**config.mk**
```make
export PLATFORM = sky130hd
export DESIGN_NAME = mux64_rr_arbiter
export DESIGN_NICKNAME = d
export VERILOG_FILES = /design/src/rtl/mux64_rr_arbiter.sv
export SDC_FILE = /design/constraint.sdc
export NUM_CORES = 1
export LEC_CHECK = 0
export ABC_AREA = 1
export CAP_MARGIN = 20
export CORE_MARGIN = 1
export CORE_UTILIZATION = 35
export DETAILED_ROUTE_END_ITERATION = 8
export PLACE_DENSITY = 0.77
export SETUP_SLACK_MARGIN = 0.1
export SYNTH_ARGS = -nofsm -noshare
export SYNTH_HDL_FRONTEND = slang
export SYNTH_SLANG_ARGS = --single-unit
```
**constraint.sdc**
```tcl
create_clock -name clk -period 1.5 [get_ports clk]
set_input_delay 0.15 -clock clk [delete_from_list [all_inputs] [get_ports clk]]
set_output_delay 0.15 -clock clk [all_outputs]
set_load 0.01 [all_outputs]
```
**src/rtl/mux64_rr_arbiter.sv**
```systemverilog
// mux64_rr_arbiter: round-robin owner of a shared WIDTH-bit 2:1 datapath mux.
// Two packet requesters compete for one registered output stage. A grant is held
// for a whole packet, or until MAX_BEATS beats have been accepted.
// Optional build macro MUX_ARB_STATS_EN adds per-requester release counters
// (pkt_cnt0 / pkt_cnt1).
//
// Handshake: a beat moves from requester i to the output register on a rising
// edge where ini_valid && ini_ready. ini_ready is high only while requester i
// holds the grant and the output register is empty or being drained
// (out_ready). A beat leaves the output register on an edge where
// out_valid && out_ready. Data and last are qualified only by their valid.
module mux64_rr_arbiter #(
    parameter int WIDTH     = 64,
    parameter int MAX_BEATS = 16
) (
    input  logic             clk,
    input  logic             rst_n,
    input  logic             in0_valid,
    input  logic [WIDTH-1:0] in0_data,
    input  logic             in0_last,
    output logic             in0_ready,
    input  logic             in1_valid,
    input  logic [WIDTH-1:0] in1_data,
    input  logic             in1_last,
    output logic             in1_ready,
    output logic             out_valid,
    output logic [WIDTH-1:0] out_data,
    output logic             out_src,
    output logic             out_last,
    input  logic             out_ready,
    output logic             mux_sel,
    output logic             overrun,
    output logic [1:0]       state_dbg
`ifdef MUX_ARB_STATS_EN
    ,
    output logic [31:0]      pkt_cnt0,
    output logic [31:0]      pkt_cnt1
`endif
);

    typedef enum logic [1:0] {
        IDLE = 2'd0,
        GNT0 = 2'd1,
        GNT1 = 2'd2
    } state_t;

    localparam int CNT_W = $clog2(MAX_BEATS + 1);

    state_t             state;
    state_t             next_state;
    logic [CNT_W-1:0]   beat_cnt;
    logic               last_grant;

    logic               can_load;
    logic               acc;
    logic               acc_src;
    logic               acc_last;
    logic [WIDTH-1:0]   acc_data;
    logic               at_max;
    logic               release_pkt;
    logic               force_rel;

    assign state_dbg = state;

    // State register: async reset drops any packet in flight back to IDLE.
    always_ff @(posedge clk or negedge rst_n) begin
        if (!rst_n) begin
            state <= IDLE;
        end else begin
            state <= next_state;
        end
    end

    // Next state: IDLE arbitrates (tie goes to the requester that did not win last), grants release on last or beat limit.
    always_comb begin
        next_state = state;
        case (state)
            IDLE: begin
                if (in0_valid && in1_valid) begin
                    next_state = last_grant ? GNT0 : GNT1;
                end else if (in0_valid) begin
                    next_state = GNT0;
                end else if (in1_valid) begin
                    next_state = GNT1;
                end
            end
            GNT0, GNT1: begin
                if (release_pkt) begin
                    next_state = IDLE;
                end
            end
            default: next_state = IDLE;
        endcase
    end

    // Outputs of the FSM: per-requester ready, the accepted beat, and release decisions.
    always_comb begin
        can_load  = !out_valid || out_ready;
        in0_ready = 1'b0;
        in1_ready = 1'b0;
        acc       = 1'b0;
        acc_src   = 1'b0;
        acc_last  = 1'b0;
        acc_data  = '0;
        case (state)
            GNT0: begin
                in0_ready = in0_valid && can_load;
                acc       = in0_valid && can_load;
                acc_src   = 1'b0;
                acc_last  = in0_last;
                acc_data  = in0_data;
            end
            GNT1: begin
                in1_ready = in1_valid && can_load;
                acc       = in1_valid && can_load;
                acc_src   = 1'b1;
                acc_last  = in1_last;
                acc_data  = in1_data;
            end
            default: ;
        endcase
        at_max      = (beat_cnt == CNT_W'(MAX_BEATS - 1));
        release_pkt = acc && (acc_last || at_max);
        force_rel   = acc && !acc_last && at_max;
    end

    // Output register, beat counter, grant history and mux select.
    always_ff @(posedge clk or negedge rst_n) begin
        if (!rst_n) begin
            out_valid  <= 1'b0;
            out_data   <= '0;
            out_src    <= 1'b0;
            out_last   <= 1'b0;
            overrun    <= 1'b0;
            mux_sel    <= 1'b0;
            beat_cnt   <= '0;
            last_grant <= 1'b1;
        end else begin
            // Overrun lines up with the out_valid of the beat that hit the limit.
            overrun <= force_rel;
            if (acc) begin
                out_valid <= 1'b1;
                out_data  <= acc_data;
                out_src   <= acc_src;
                out_last  <= acc_last;
            end else if (out_ready) begin
                out_valid <= 1'b0;
            end
            if (release_pkt) begin
                beat_cnt   <= '0;
                last_grant <= acc_src;
            end else if (acc) begin
                beat_cnt <= beat_cnt + 1'b1;
            end
            // The select only moves when a new grant is issued; IDLE keeps the old value.
            if (state == IDLE && next_state != IDLE) begin
                mux_sel <= (next_state == GNT1);
            end
        end
    end

`ifdef MUX_ARB_STATS_EN
    // Saturating count of packet releases per requester.
    always_ff @(posedge clk or negedge rst_n) begin
        if (!rst_n) begin
            pkt_cnt0 <= '0;
            pkt_cnt1 <= '0;
        end else if (release_pkt) begin
            if (!acc_src && pkt_cnt0 != 32'hFFFF_FFFF) begin
                pkt_cnt0 <= pkt_cnt0 + 32'd1;
            end
            if (acc_src && pkt_cnt1 != 32'hFFFF_FFFF) begin
                pkt_cnt1 <= pkt_cnt1 + 32'd1;
            end
        end
    end
`endif

endmodule

```
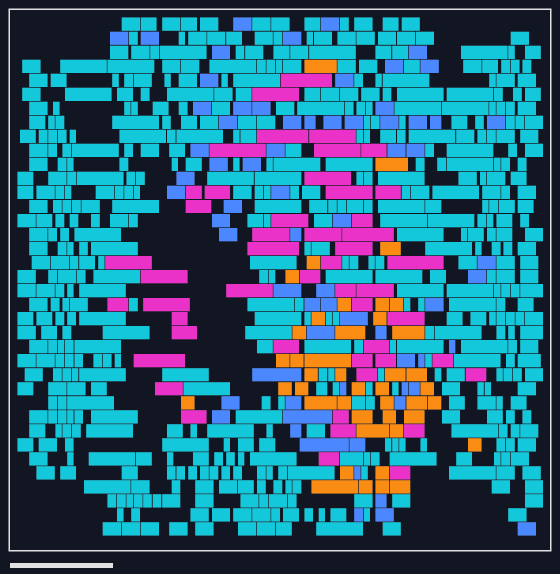
Figure 1: cells by drive strength.
The bar under the picture is 20 um long.
Key: cyan = x1 and smaller [cells 528, share 77%]; blue = x2 [cells 68, share 9.9%]; magenta = x6 and larger [cells 49, share 7.1%]; orange = x3 and x4 [cells 43, share 6.3%]
final instance area: 0.00713 mm^2
non-clock buffer count: 264

==> impl_metrics.json <==
{
  "cts_setup_buffers": 15,
  "yosys_area_mm2": 0.00370,
  "cts_tree": "yes",
  "syn_area_mm2": 0.00370,
  "drv_slew": 0,
  "grtUsageMet1_pct": 27.0,
  "cts_root_buffer": "clkbuf_8",
  "swShare_pct": 40.7,
  "ios": 208,
  "yosysMostFrequentCell": "nand3_1",
  "cp-start-kind": "register",
  "n_clock_buffer": 9,
  "clk-insertion-delay-late_ps": 360,
  "p_leak_nw": 3.47,
  "violations": "negative setup slack",
  "pwr.group.sequential_mw": 3.48,
  "rr_worst_depth": 8,
  "cp_top_family": "buffers and inverters",
  "synthTopCellsByCount": "nand3_1, nand2_1, dfrtp_1, clkbuf_1, inv_1",
  "power_frac_seq_pct": 28.7,
  "clk_pin_slew_ps": 90,
  "register_area_mm2": 0.00193,
  "r2r_slack_ps": -250,
  "grt_pass1_vias": 4247,
  "crit_end": "out_data[3]",
  "status": "finished, violations left",
  "top_area_cell": "dfrtp_1",
  "min_period_ps": 1750,
  "placed_area_mm2": 0.00604,
  "largest_cell_class": "non-clock buffers",
  "grt_overflow": 0,
  "instances_no_fill": 825,
  "path_class": "register to register",
  "postCtsHoldBufs": 1,
  "setup_viol_count_final": 79,
  "logic_area_mm2": 0.00193,
  "async_flop_share_pct": 100,
  "use_met2_pct": 42.6,
  "setup_slack_ps": -252,
  "syn_avg_cell_area_um2": 8.34,
  "crit_chain": "inv_2 -> ha_2 -> nand2_4 -> inv_8 -> buf_6 -> clkbuf_16 -> nand3_1 -> nand3_1",
  "p_switching_mw": 4.94,
  "final_util_pct": 69.4,
  "wl_met3_um": 931,
  "crit_fanout": 11,
  "fin_skew_ps": 12.2
}
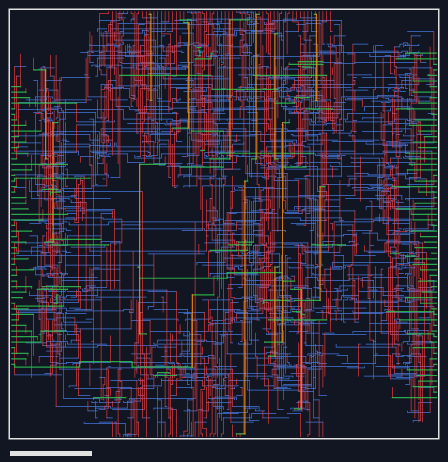
Figure 2: wiring by layer.
The bar under the picture is 20 um long.
Key: green = M3 [wire length 932 um]; blue = M1 [wire length 5,760 um]; orange = M4 [wire length 473 um]; red = M2 [wire length 7,920 um]
all-layer global routing usage: 23.5%
per-cell routed wire length: 18.3 um
total vias in the final route: 4,387

[layout by cell type (no fill, tap or decap), types with 3 or more instances in the layout]
cell type	instances
nand3_1	153
clkdlybuf4s50_1	134
nand2_1	76
dfrtp_1	74
dlygate4sd2_1	65
nand3_2	43
buf_4	26
buf_6	12
inv_1	10
clkbuf_8	9
clkbuf_16	9
nand2_2	8
nand2_4	6
buf_12	6
inv_2	5
nand3_4	5
buf_16	5
nor2_1	3
o21ai_0	3
ha_2	3
inv_6	3
dlymetal6s2s_1	3
[logic make-up after synthesis]
family,share of synthesized area (%)
AND-OR/OR-AND,1.46
adder cells (fa/ha/maj),2.03
multiplexers,0.271
AND/OR/NAND/NOR,37.0
flip-flops,52.2
buffers and inverters,6.87
XOR/XNOR,0.237
